**Placement by cell class**

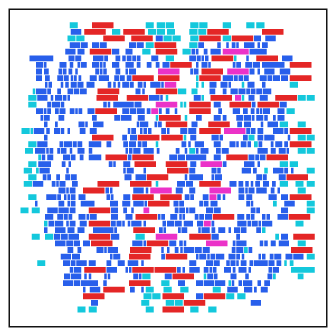
**Metal layers overlaid**

Two of the layers only.
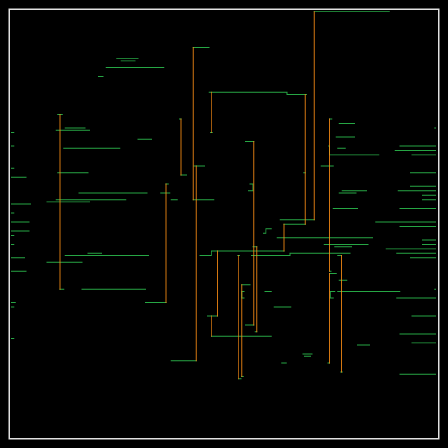
**Routing congestion**

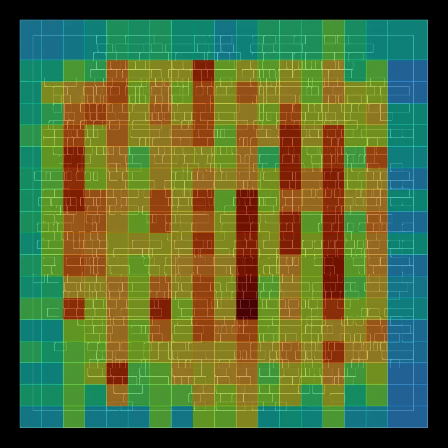
**Clock distribution**

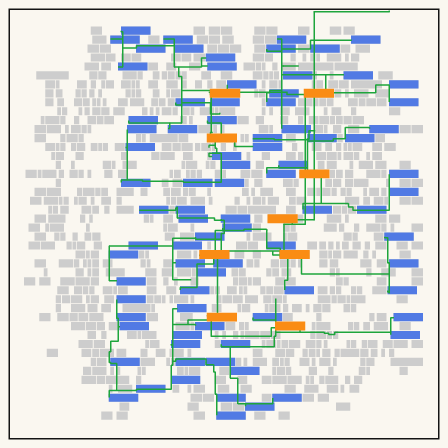
<file path="src/rtl/compl_mul_pkg.sv">
// rtl/compl_mul_pkg.sv - shared types and helpers for the complex multiplier datapath
//
// Holds the multiplier output width, a packed complex sample type and a
// generic saturation helper reused by neighbouring stages.
package compl_mul_pkg;

    // Width of the complex multiplier's signed I/Q products.
    localparam int CM_DATA_W = 19;

    typedef struct packed {
        logic signed [CM_DATA_W-1:0] i;
        logic signed [CM_DATA_W-1:0] q;
    } cplx_t;

    // Clamp a signed value into the range of a signed 'width'-bit number.
    // The result stays 64 bits wide; callers slice the low 'width' bits and
    // detect saturation by comparing the result with the input.
    function automatic logic signed [63:0] sat_fn(input logic signed [63:0] value,
                                                  input int                 width);
        logic signed [63:0] hi;
        logic signed [63:0] lo;
        hi = (64'sd1 <<< (width - 1)) - 64'sd1;
        lo = -(64'sd1 <<< (width - 1));
        if (value > hi) begin
            sat_fn = hi;
        end else if (value < lo) begin
            sat_fn = lo;
        end else begin
            sat_fn = value;
        end
    endfunction

endpackage

</file>
<file path="src/rtl/compl_acc_dump_round_sat.sv">
// rtl/compl_acc_dump_round_sat.sv - round-half-up, arithmetic right shift and saturate
//
// Purely combinational.
// Ports:
//   value_i  in  IN_W   signed full-precision value
//   result_o out OUT_W  signed rounded, shifted and saturated value
//   sat_o    out 1      result was clamped to the OUT_W range
module round_sat
    import compl_mul_pkg::*;
#(
    parameter int IN_W  = 21,
    parameter int SHIFT = 2,
    parameter int OUT_W = 19
) (
    input  logic signed [IN_W-1:0]  value_i,
    output logic signed [OUT_W-1:0] result_o,
    output logic                    sat_o
);

    // One guard bit so the rounding add can never wrap.
    localparam int EXT_W = IN_W + 1;

    logic signed [EXT_W-1:0] ext;
    logic signed [EXT_W-1:0] shifted;
    logic signed [63:0]      wide;
    logic signed [63:0]      clamped;

    assign ext = {value_i[IN_W-1], value_i};

    generate
        if (SHIFT > 0) begin : g_round
            localparam logic signed [EXT_W-1:0] HALF = EXT_W'(1) << (SHIFT - 1);
            logic signed [EXT_W-1:0] rounded;
            assign rounded = ext + HALF;
            assign shifted = rounded >>> SHIFT;
        end else begin : g_pass
            assign shifted = ext;
        end
    endgenerate

    assign wide     = {{(64 - EXT_W){shifted[EXT_W-1]}}, shifted};
    assign clamped  = sat_fn(wide, OUT_W);
    assign result_o = clamped[OUT_W-1:0];
    assign sat_o    = (clamped != wide);

endmodule

</file>
<file path="src/rtl/compl_acc_dump.sv">
// rtl/compl_acc_dump.sv - integrate-and-dump of complex products with rounding and saturation
//
// Sums ACC_N consecutive signed I/Q samples and emits the sum scaled by
// 2^-SHIFT (round half up, saturated to OUT_W) as one complex result.
// Ports:
//   clk_i, rst_n_i            clock, asynchronous active-low reset
//   clear_i                   synchronous flush of the partial sum
//   data_i_i, data_q_i        signed input sample, valid_i / ready_o handshake
//   data_i_o, data_q_o, sat_o registered result, valid_o / ready_i handshake
module compl_acc_dump
    import compl_mul_pkg::*;
#(
    parameter int IN_W  = CM_DATA_W,
    parameter int ACC_N = 4,
    parameter int SHIFT = 2,
    parameter int OUT_W = 19
) (
    input  logic                    clk_i,
    input  logic                    rst_n_i,
    input  logic                    clear_i,
    input  logic signed [IN_W-1:0]  data_i_i,
    input  logic signed [IN_W-1:0]  data_q_i,
    input  logic                    valid_i,
    output logic                    ready_o,
    output logic signed [OUT_W-1:0] data_i_o,
    output logic signed [OUT_W-1:0] data_q_o,
    output logic                    sat_o,
    output logic                    valid_o,
    input  logic                    ready_i
);

    localparam int ACC_W = IN_W + $clog2(ACC_N);
    localparam int CNT_W = $clog2(ACC_N);
    localparam logic [CNT_W-1:0] CNT_LAST = CNT_W'(ACC_N - 1);

    logic signed [ACC_W-1:0] acc_i;
    logic signed [ACC_W-1:0] acc_q;
    logic [CNT_W-1:0]        cnt;

    logic signed [ACC_W-1:0] ext_i;
    logic signed [ACC_W-1:0] ext_q;
    logic signed [ACC_W-1:0] sum_i;
    logic signed [ACC_W-1:0] sum_q;
    logic signed [OUT_W-1:0] res_i;
    logic signed [OUT_W-1:0] res_q;
    logic                    sat_i;
    logic                    sat_q;

    logic last;
    logic accept;
    logic dump;

    assign last = (cnt == CNT_LAST);

    // Only the dump sample can be blocked: it needs the output register,
    // which is still occupied until downstream takes the pending result.
    assign ready_o = !(last && valid_o && !ready_i);
    assign accept  = valid_i && ready_o;
    assign dump    = accept && last && !clear_i;

    assign ext_i = {{(ACC_W - IN_W){data_i_i[IN_W-1]}}, data_i_i};
    assign ext_q = {{(ACC_W - IN_W){data_q_i[IN_W-1]}}, data_q_i};
    assign sum_i = acc_i + ext_i;
    assign sum_q = acc_q + ext_q;

    round_sat #(
        .IN_W  (ACC_W),
        .SHIFT (SHIFT),
        .OUT_W (OUT_W)
    ) u_round_sat_i (
        .value_i  (sum_i),
        .result_o (res_i),
        .sat_o    (sat_i)
    );

    round_sat #(
        .IN_W  (ACC_W),
        .SHIFT (SHIFT),
        .OUT_W (OUT_W)
    ) u_round_sat_q (
        .value_i  (sum_q),
        .result_o (res_q),
        .sat_o    (sat_q)
    );

    // Accumulator and sample counter; clear wins over an accept.
    always_ff @(posedge clk_i or negedge rst_n_i) begin
        if (!rst_n_i) begin
            acc_i <= '0;
            acc_q <= '0;
            cnt   <= '0;
        end else if (clear_i) begin
            acc_i <= '0;
            acc_q <= '0;
            cnt   <= '0;
        end else if (accept) begin
            if (last) begin
                acc_i <= '0;
                acc_q <= '0;
                cnt   <= '0;
            end else begin
                acc_i <= sum_i;
                acc_q <= sum_q;
                cnt   <= cnt + CNT_W'(1);
            end
        end
    end

    // Output register; a pending result survives a clear.
    always_ff @(posedge clk_i or negedge rst_n_i) begin
        if (!rst_n_i) begin
            data_i_o <= '0;
            data_q_o <= '0;
            sat_o    <= 1'b0;
            valid_o  <= 1'b0;
        end else if (dump) begin
            data_i_o <= res_i;
            data_q_o <= res_q;
            sat_o    <= sat_i | sat_q;
            valid_o  <= 1'b1;
        end else if (valid_o && ready_i) begin
            valid_o  <= 1'b0;
        end
    end

endmodule

</file>
<file path="config.mk">
export PLATFORM = sky130hd
export DESIGN_NAME = compl_acc_dump
export DESIGN_NICKNAME = d
export VERILOG_FILES = /design/src/rtl/compl_mul_pkg.sv /design/src/rtl/compl_acc_dump_round_sat.sv /design/src/rtl/compl_acc_dump.sv
export SDC_FILE = /design/constraint.sdc
export NUM_CORES = 1
export LEC_CHECK = 0
export CORE_MARGIN = 4
export CORE_UTILIZATION = 45
export CTS_CLUSTER_DIAMETER = 200
export CTS_CLUSTER_SIZE = 12
export DETAILED_ROUTE_END_ITERATION = 8
export GPL_TIMING_DRIVEN = 0
export MAX_ROUTING_LAYER = met4
export PLACE_DENSITY = 0.68
export SYNTH_ARGS = -nofsm -noshare
export SYNTH_HDL_FRONTEND = slang
export SYNTH_SLANG_ARGS = --single-unit
</file>
<file path="constraint.sdc">
create_clock -name clk_i -period 7.88 [get_ports clk_i]
set_input_delay 0.788 -clock clk_i [delete_from_list [all_inputs] [get_ports clk_i]]
set_output_delay 0.788 -clock clk_i [all_outputs]
set_load 0.01 [all_outputs]
</file>
==> ci_impl_report.md <==
## Implementation flow summary

| Metric | Value |
|---|---|
| Hold WS | 395.3 ps |
| Syn_nets | 824 |
| Critical-path top delay cell | a2111oi_4 |
| RR Endpoint | data_i_o[16] |
| Main area contributors | dfrtp_1 31%, ha_1 8.0%, a22o_1 4.3% |
| Switching share of power | 0.3894 |
| P&R area growth vs syn | 20.84% |
| Compound-Gate Fraction of Synth Area | 0.2933 |
| Non-clk buf share | 0.1255 |
| Synthesized area per cell | 9.105 um2 |
| GR Util All Layers | 0.2377 |
| Post-synth regs | 84 |
| WS Path Type | in2reg |
| Placed cell area | 0.007787 mm2 |
| Final slew viol count | 0 |
| Max FO, Critical Path | 10 |
| Multi-input gates | 604 |
| Commonest flop | dfrtp_1 |
| Critical Path Stages | 14 |
| H-tree depth | 3 |
| Crit path from | data_i_i[0] |
| CTS Hold Bufs | 0 |
| Fin crit period | 4514 ps |
| Late-Pin Clk Latency | 340 ps |
| Area share, top type | 0.3137 |
| Flops | 84 |
| Reg2reg start | acc_i[0] |
| Internal power | 1.169 mW |
| CP Buf/Inv Count | 3 |
| Die Height | 130.0 um |
| R2R Setup Slk | 3920 ps |
| FP Util | 0.4611 |
| Largest net degree at the start of global routing | 54 |
| Number of cell rows | 44 |
| Mux frac, synth | 0.01083 |
| Status | finished clean |
| Syn. warnings | 0 |
| Sequential cell area | 0.002102 mm2 |
| Worst clock skew | 6.560 ps |
| Worst Reg-to-Reg Cells | 13 |
| Setup violators final | 0 |
| Pwr top | combinational logic |
| DRC violations left | 0 |
| Synth Seq Share | 0.3137 |
| Number of global-route vias before repair | 6097 |
| Pleak | 3.466 nW |
| Max frequency | 221.5 MHz |
| CTS Buf Count | 9 |
| Routing usage on met3 | 0.02210 |
| Clock sink count | 84 |
| Nets | 919 |
| Peak supply drop | 0.00009270 V |
| Initial DRC count | 333 |
| Met3 WL | 775 um |
| Actual slew at the worst max-slew pin | 808.2 ps |
| Pwr Total | 1.915 mW |
| Tool warnings | 26 |
| Pwr Density | 236.5 mW/mm2 |
| Most frequent cells in the layout | 84 x dfrtp_1, 82 x clkdlybuf4s50_1, 67 x nand2_1 |
| # fillers | 1336 |
| Sw power | 0.7458 mW |
| Antenna Nets Post-Route | 0 |
| Slew headroom | 0.4574 |
| Unique masters post-synth | 86 |
| Final hold violation count | 0 |
| Power Clock | 0.447 mW |
| DP Worst Slack | 3047 ps |
| Synth area leader | dfrtp_1 |
| Startpoint types | primary input |
| Fraction of area in multi-input gates | 0.5422 |
| Core area | 0.01453 mm2 |
| Top comb family, area | AND-OR/OR-AND gates |
| Top post-synthesis cells by count | 84 x dfrtp_1, 67 x nand2_1, 53 x nor2_1 |
-- 'placement by cell class' (at the start) --
| color | class | cells | share of their area |
|---|---|---|---|
| red | flops | 84 | 27% |
| cyan | other buffers and delay cells | 119 | 13% |
| magenta | clock drivers and dummy loads | 16 | 3.9% |
| blue | combinational and other logic | 617 | 56% |
flop share of the area: 0.2596
cell area after layout: 0.008098 mm2

-- 'metal layers overlaid' (at the start) --
| color | layer | wire length |
|---|---|---|
| green | metal 3 | 775 um |
| orange | metal 4 | 616 um |

-- 'routing congestion' (at the start) --
final core occ: 0.5572
grt met1 use: 0.2979
drt wl/cell: 18.90 um
busiest grt layer: met2
met2 GRT Util: 0.3998

-- 'clock distribution' (at the start) --
[blue] flip-flops | count: 84
[orange] clock drivers | count: 9
[green] clock wires | length: 1230 um
routed clock nets: 10

Power and IR drop assume default switching activity.
